$ cat src/rtl/pipeline_pkg.sv
// Shared constants for the pipeline hazard/stall controller.
package pipeline_pkg;

  typedef enum logic {
    ST_RUN     = 1'b0,
    ST_MD_WAIT = 1'b1
  } pc_state_e;

  // Bit of the EX load code that marks a memory read.
  localparam int unsigned LOAD_FLAG_BIT = 3;
  localparam int unsigned REG_ADDR_W    = 5;
  localparam int unsigned MEM_READ_W    = 4;

endpackage

$ cat src/rtl/pipeline_controller_hazard_detect.sv
// Combinational load-use hazard detection between the EX load and the ID operands.
module hazard_detect
  import pipeline_pkg::*;
(
  input  logic [REG_ADDR_W-1:0] id_rs1_addr_i,
  input  logic [REG_ADDR_W-1:0] id_rs2_addr_i,
  input  logic                  id_uses_rs1_i,
  input  logic                  id_uses_rs2_i,
  input  logic [REG_ADDR_W-1:0] ex_rd_addr_i,
  input  logic                  ex_is_load_i,
  output logic                  load_use_o
);

  logic rs1_hit;
  logic rs2_hit;

  // x0 is never a real producer, so a load to it never creates a hazard.
  always_comb begin
    rs1_hit    = id_uses_rs1_i && (id_rs1_addr_i == ex_rd_addr_i);
    rs2_hit    = id_uses_rs2_i && (id_rs2_addr_i == ex_rd_addr_i);
    load_use_o = ex_is_load_i && (ex_rd_addr_i != '0) && (rs1_hit || rs2_hit);
  end

endmodule

$ cat src/rtl/pipeline_controller.sv
// Pipeline stall/flush controller: load-use stall, branch flush and
// multi-cycle divide stall (RUN / MD_WAIT FSM, Mealy outputs).
// Optional performance counters: define PIPELINE_CTRL_PERF_CNT_EN.
module pipeline_controller
  import pipeline_pkg::*;
(
  input  logic                  CLK,
  input  logic                  RESET,
  input  logic [REG_ADDR_W-1:0] ID_RS1_ADDR,
  input  logic [REG_ADDR_W-1:0] ID_RS2_ADDR,
  input  logic                  ID_USES_RS1,
  input  logic                  ID_USES_RS2,
  input  logic [REG_ADDR_W-1:0] EX_REG_WRITE_ADDR,
  input  logic [MEM_READ_W-1:0] EX_DATA_MEM_READ,
  input  logic                  EX_BRANCH_TAKEN,
  input  logic                  EX_MULDIV_START,
  input  logic                  MULDIV_DONE,
  output logic                  PC_HOLD,
  output logic                  IF_ID_HOLD,
  output logic                  ID_EX_HOLD,
  output logic                  IF_ID_FLUSH,
  output logic                  ID_EX_FLUSH,
  output logic                  EX_MEM_BUBBLE,
`ifdef PIPELINE_CTRL_PERF_CNT_EN
  output logic [31:0]           STALL_CYCLES,
  output logic [31:0]           FLUSH_EVENTS,
`endif
  output logic                  MULDIV_BUSY
);

  pc_state_e state_q, state_d;
  logic      load_use;

  // Only the load flag of the load code matters here.
  logic unused_mem_read_bits;
  assign unused_mem_read_bits =
    ^(EX_DATA_MEM_READ & ~(4'b0001 << LOAD_FLAG_BIT));

  hazard_detect u_hazard_detect (
    .id_rs1_addr_i (ID_RS1_ADDR),
    .id_rs2_addr_i (ID_RS2_ADDR),
    .id_uses_rs1_i (ID_USES_RS1),
    .id_uses_rs2_i (ID_USES_RS2),
    .ex_rd_addr_i  (EX_REG_WRITE_ADDR),
    .ex_is_load_i  (EX_DATA_MEM_READ[LOAD_FLAG_BIT]),
    .load_use_o    (load_use)
  );

  // State register; reset always returns to RUN.
  always_ff @(posedge CLK) begin
    if (RESET) state_q <= ST_RUN;
    else       state_q <= state_d;
  end

  // Next state and Mealy outputs; a taken branch outranks a load-use stall
  // because the ID instruction is on the wrong path.
  always_comb begin
    state_d       = state_q;
    PC_HOLD       = 1'b0;
    IF_ID_HOLD    = 1'b0;
    ID_EX_HOLD    = 1'b0;
    IF_ID_FLUSH   = 1'b0;
    ID_EX_FLUSH   = 1'b0;
    EX_MEM_BUBBLE = 1'b0;
    MULDIV_BUSY   = 1'b0;
    unique case (state_q)
      ST_RUN: begin
        if (EX_BRANCH_TAKEN) begin
          IF_ID_FLUSH = 1'b1;
          ID_EX_FLUSH = 1'b1;
        end else if (EX_MULDIV_START && !MULDIV_DONE) begin
          PC_HOLD       = 1'b1;
          IF_ID_HOLD    = 1'b1;
          ID_EX_HOLD    = 1'b1;
          EX_MEM_BUBBLE = 1'b1;
          state_d       = ST_MD_WAIT;
        end else if (load_use) begin
          PC_HOLD     = 1'b1;
          IF_ID_HOLD  = 1'b1;
          ID_EX_FLUSH = 1'b1;
        end
      end
      ST_MD_WAIT: begin
        if (MULDIV_DONE) begin
          state_d = ST_RUN;
        end else begin
          PC_HOLD       = 1'b1;
          IF_ID_HOLD    = 1'b1;
          ID_EX_HOLD    = 1'b1;
          EX_MEM_BUBBLE = 1'b1;
          MULDIV_BUSY   = 1'b1;
        end
      end
      default: state_d = ST_RUN;
    endcase
    if (RESET) begin
      state_d       = ST_RUN;
      PC_HOLD       = 1'b0;
      IF_ID_HOLD    = 1'b0;
      ID_EX_HOLD    = 1'b0;
      IF_ID_FLUSH   = 1'b0;
      ID_EX_FLUSH   = 1'b0;
      EX_MEM_BUBBLE = 1'b0;
      MULDIV_BUSY   = 1'b0;
    end
  end

`ifdef PIPELINE_CTRL_PERF_CNT_EN
  logic [31:0] stall_cycles_q, flush_events_q;

  // Event counters, wrapping naturally at 32 bits.
  always_ff @(posedge CLK) begin
    if (RESET) begin
      stall_cycles_q <= '0;
      flush_events_q <= '0;
    end else begin
      if (PC_HOLD)     stall_cycles_q <= stall_cycles_q + 32'd1;
      if (IF_ID_FLUSH) flush_events_q <= flush_events_q + 32'd1;
    end
  end

  assign STALL_CYCLES = stall_cycles_q;
  assign FLUSH_EVENTS = flush_events_q;
`endif

endmodule

$ cat config.mk
export PLATFORM = sky130hd
export DESIGN_NAME = pipeline_controller
export DESIGN_NICKNAME = d
export VERILOG_FILES = /design/src/rtl/pipeline_pkg.sv /design/src/rtl/pipeline_controller_hazard_detect.sv /design/src/rtl/pipeline_controller.sv
export SDC_FILE = /design/constraint.sdc
export NUM_CORES = 1
export LEC_CHECK = 0
export ABC_AREA = 1
export CAP_MARGIN = 10
export CELL_PAD_IN_SITES_DETAIL_PLACEMENT = 1
export CELL_PAD_IN_SITES_GLOBAL_PLACEMENT = 2
export CORE_MARGIN = 4
export CORE_UTILIZATION = 10
export CTS_BUF_LIST = sky130_fd_sc_hd__clkbuf_8 sky130_fd_sc_hd__clkbuf_16
export CTS_CLUSTER_DIAMETER = 150
export DETAILED_ROUTE_END_ITERATION = 12
export PLACE_DENSITY_LB_ADDON = 0.12
export SLEW_MARGIN = 0
export SYNTH_ARGS = -nofsm -noshare
export SYNTH_HDL_FRONTEND = slang
export SYNTH_SLANG_ARGS = --single-unit
export TNS_END_PERCENT = 30
$ cat constraint.sdc
create_clock -name CLK -period 0.98 [get_ports CLK]
set_input_delay 0.098 -clock CLK [delete_from_list [all_inputs] [get_ports CLK]]
set_output_delay 0.098 -clock CLK [all_outputs]
set_load 0.01 [all_outputs]
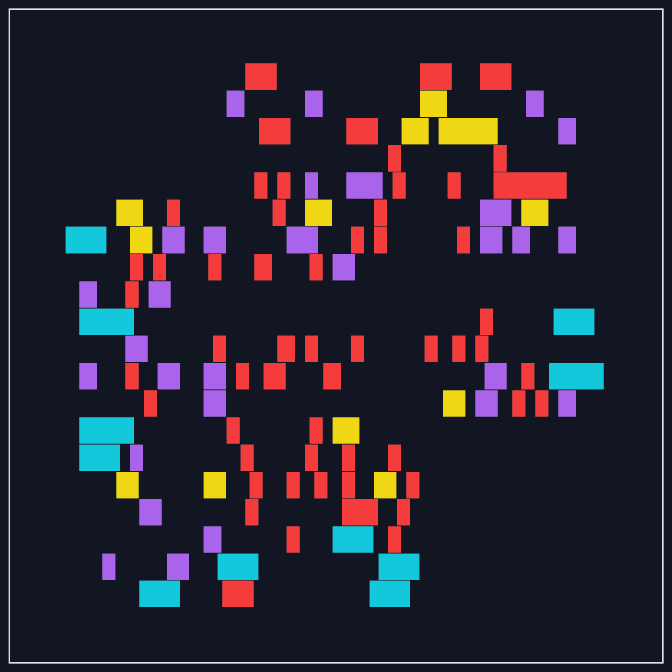
(images/drive_strength.png)
size	colour	cells	share
drive 3 to 4	yellow	12	11%
drive 6 and up	cyan	11	10%
drive 1 or less	red	57	52%
drive 2	purple	29	27%

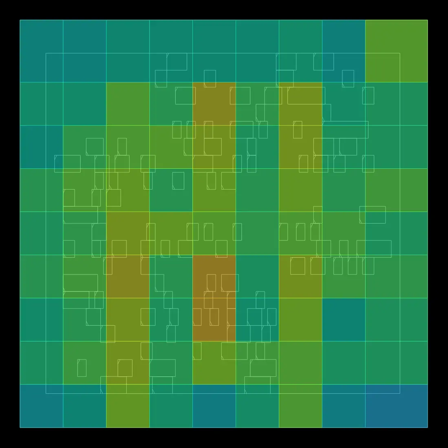
(images/final_congestion.png)
GRT Resource Usage Total: 6.66%
most utilized layer in the global route result: met2

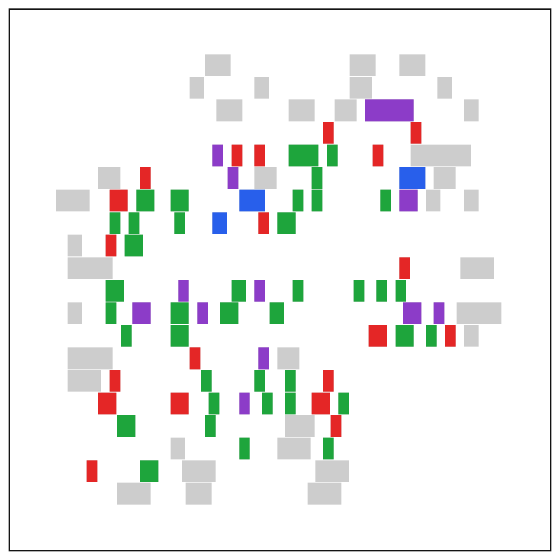
(images/gate_families.png)
family	colour	cells
inverting AOI/OAI gates	blue	3
NOR gates	purple	12
NAND gates	green	39
inverters	red	20

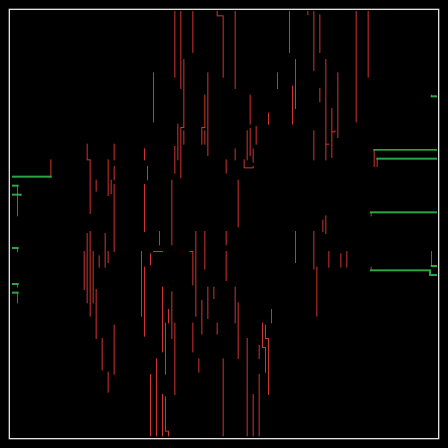
(images/metal_stack.png)
Two of the layers only.
layer	colour	wire length
met2	red	645 um
met3	green	49.9 um

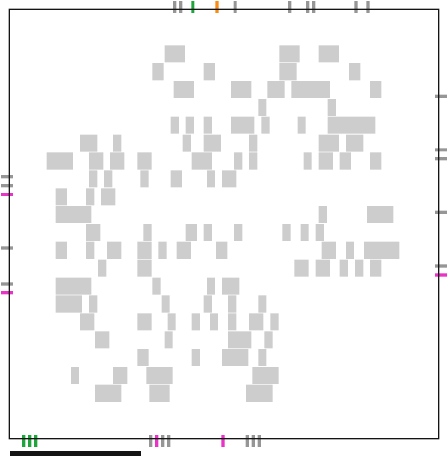
(images/pins.png)
Bar = 20 um. Pins as bars across the die edge, other pins in grey.
port	colour	pins	direction	edge
`EX_DATA_MEM_READ`	green	4	input	3 bottom, 1 top
`ID_RS2_ADDR`	magenta	5	input	2 bottom, 2 left, 1 right
`ID_EX_FLUSH`	orange	1	output	top
all pins by edge	11 bottom, 10 top, 6 right, 6 left

==> run notes <==
- **net switching power** 118 uW
- **power density normalized to cell area** 402 mW/mm^2
- **data arrival time of the worst path** 980 ps
- **floorplan die area** 0.00424 mm^2
- **top achievable clock speed** 0.929 GHz
- **sequential portion of the cell area** 2.76%
- **global-route wire length before repair** 2380 um
- **ANT cells** 0
- **static leakage** 0.429 nW
- **Gate power share** 84.8%
- **worst slew pin tran** 194 ps
- **met1 usage in global routing** 10.0%
- **pre-CTS setup slack** -986 ps
- **met3 layer wire length in the routed design** 49 um
- **# DRC** 0
- **cell with the biggest individual delay on the critical path** sky130_fd_sc_hd__o21ai_1
- **critical path's largest stage delay** 140 ps
- **cell type with the highest occurrence count on the critical path** sky130_fd_sc_hd__nand2_1
- **Final WS setup** -96.9 ps
- **area of the placeable core** 0.00308 mm^2
- **flip-flop count of the largest register, all copies and words added** 1
- **Clk pin slew, worst setup/hold paths** 0 ps
- **final hold violations** 0
- **via count of the first global-routing pass** 557
- **Die Height** 65.1 um
- **placement row count** 20
- **drt first-iter violations** 11
- **post-route clock period utilization** 110%
- **non-filler cells in the finished layout** 153
- **worst IR drop on VDD** 79.1 uV
- **fraction of layout cells with a size suffix above 1** 47.7%
- **sequential standard cell area** 20.0 um^2
- **placed cell count** 152
- **crit-path max FO** 3
- **total number of nets in the final design** 137
- **cell count after synthesis** 77
- **Seq/Total Area, Yosys** 6.13%
- **critical path class** input pin to primary output
- **number of buffers and inverters on the critical path** 5
- **antenna-violating nets left** 0
- **total negative slack** -205 ps
- **switching fraction of total power** 40.4%
- **Clock power frac** 0%
- **Placer Congestion** 0.687
- **Final setup viols** 3
- **number of antenna violations at the first check in global routing** 0
- **met3 Resource Use GR** 0.342%
- **unique cell type count in the Yosys netlist** 12
- **average wire per standard cell** 8.63 um
- **largest cell class by area** buffers
- **final critical path time including I/O delays and setup** 1080 ps
- **met1 wire length** 625 um
- **combinational gate count** 54
- **flip-flop and latch count** 1
- **Max-Slew Margin vs Limit** 87.1%
- **I/O pins** 33
- **Final Skew** 0 ps
- **total global routing overflow** 0
- **synth-to-layout area growth** 122%
- **metal2 WL** 644 um
- **# Cells Yosys** 77
- **registers with the most flip-flops** state_q (1)
- **area of the multi-input gates** 270 um^2
- **synthesized chip area reported by yosys** 327 um^2
- **Post-Syn Nets** 103
- **logic gate fraction of the total cell area** 37.2%
- **pin count of the biggest net entering global routing** 5
- **Power Internal** 174 uW
- **initial standard-cell utilization of the core** 10.6%
- **tally of OpenROAD warnings** 34
- **worst hold path class** input pin to flop
- **average cell area after synthesis** 4.24 um^2
- **count of buffers inserted at the top-level ports** 29
- **failing checks** setup timing
- **fill cell instance count of the final layout** 414
- **Critical Path Source Type** input pin
- **Non-CTS inverters** 20
- **cell family with most CP delay** buffers and inverters
- **clock network latency to the later pin of the worst-skew pair** 0 ps
- **max-cap violation count** 0
- **yosys warns** 0
- **Flop pwr share** 15.2%
- **placed wire-length estimate after detailed placement** 1190 um
- **total length of routed wires** 1320 um
- **Tapcells** 44
- **highest routed metal layer** met3
- **CP endpoint kind** primary output
- **flops & latches, synth** 1
- **total standard cell area after synthesis** 327 um^2
- **critical-path cell list** buf_6 > inv_4 > buf_4 > nand4_1 > o21ai_1 > inv_1 > nand2_2 > nand2_1 > nand2_1 > nand2_1 > buf_2
- **Max Slew Vio Count** 0
- **Worst EP required** 880 ps
- **width of the die** 65.1 um
- **via density per instance** 3.37
- **status** finished, violations left
- **number of vias in the routed layout** 516
- **Top reg by flops** state_q
- **Global Route met2 Usage** 11.1%
- **First-pass DRT Iterations** 4
- **setup repair after global routing missed its margin** true
## cell usage after synthesis
cell	count	area [um^2]
sky130_fd_sc_hd__nand2_1	34	128
sky130_fd_sc_hd__nand2_2	1	6.26
sky130_fd_sc_hd__nand3_1	3	15.0
sky130_fd_sc_hd__nand4_1	1	6.26
sky130_fd_sc_hd__inv_2	2	7.51
sky130_fd_sc_hd__nor2_1	11	41.3
sky130_fd_sc_hd__dfxtp_1	1	20.0
sky130_fd_sc_hd__buf_4	2	15.0
sky130_fd_sc_hd__o21ai_0	2	10.0
sky130_fd_sc_hd__a21oi_1	1	5.00
sky130_fd_sc_hd__inv_1	18	67.6
sky130_fd_sc_hd__nor3_1	1	5.00
## power groups by stage
| stage | logic (mW) | registers [mW] | clock network [mW] |
|---|---|---|---|
| finish | 0.247 | 0.0444 | 0 |
| global route | 0.280 | 0.0448 | 0 |
| CTS | 0.228 | 0.0443 | 0 |
| detailed placement | 0.241 | 0.0439 | 0 |
| global placement | 0.240 | 0.0441 | 0 |
| floorplan | 0.0882 | 0.0438 | 0 |
## worst min-delay path, cell delays in order
cell,delay (ps)
sky130_fd_sc_hd__dlygate4sd2_1,250
sky130_fd_sc_hd__nand3_2,90
sky130_fd_sc_hd__o21ai_2,70
## what timing repair did
item | in CTS | in global routing
setup endpoints to repair | 8 | 6
hold buffers | 0 | 0
gates resized | 121 | 15
setup buffers | 0 | 1
pin swaps | 32 | 15
## path summary, 6_finish.rpt
| check | cells after the start | slack, ps | endpoint | from |
|---|---|---|---|---|
| worst max-delay path | 11 | -100 | IF_ID_HOLD | EX_REG_WRITE_ADDR[1] |
| worst min-delay path | 3 | 560 | state_q$_DFF_P_ | EX_MULDIV_START |
| worst max register to register | 4 | 230 | state_q$_DFF_P_ | state_q$_DFF_P_ |
| worst min register to register | 4 | 630 | state_q$_DFF_P_ | state_q$_DFF_P_ |
## metrics by stage
step	power, mW	util [%]	instance area, um^2	hold WS, ps
after detailed placement	0.285	22.8	702	624
after CTS	0.272	21.8	672	572
after global placement	0.284	22.8	702	630
after global routing	0.325	23.6	726	598
final	0.292	23.6	726	563
after floorplan	0.132	-	342	223
## cell usage in the layout, fill, tap and decap left out, types with 2 or more instances in the layout
| cell | netlist | final |
|---|---|---|
| sky130_fd_sc_hd__inv_2 | 2 | 3 |
| sky130_fd_sc_hd__buf_6 | 0 | 8 |
| sky130_fd_sc_hd__inv_1 | 18 | 12 |
| sky130_fd_sc_hd__nor2_2 | 0 | 3 |
| sky130_fd_sc_hd__dlygate4sd2_1 | 0 | 6 |
| sky130_fd_sc_hd__nand2_2 | 1 | 10 |
| sky130_fd_sc_hd__buf_4 | 2 | 6 |
| sky130_fd_sc_hd__inv_4 | 0 | 5 |
| sky130_fd_sc_hd__buf_2 | 0 | 10 |
| sky130_fd_sc_hd__buf_8 | 0 | 3 |
| sky130_fd_sc_hd__nor2_1 | 11 | 8 |
| sky130_fd_sc_hd__nand2_1 | 34 | 25 |
| sky130_fd_sc_hd__nand3_1 | 3 | 2 |
## logic make-up after synthesis
group / Yosys count / share of synthesized area, %
AOI/OAI and AO/OA: 3 / 4.60
buffers and inverters: 22 / 27.6
DFF: 1 / 6.13
and+or+nand+nor: 51 / 61.7
No activity file was given, so power comes from the tool's default toggle rates.
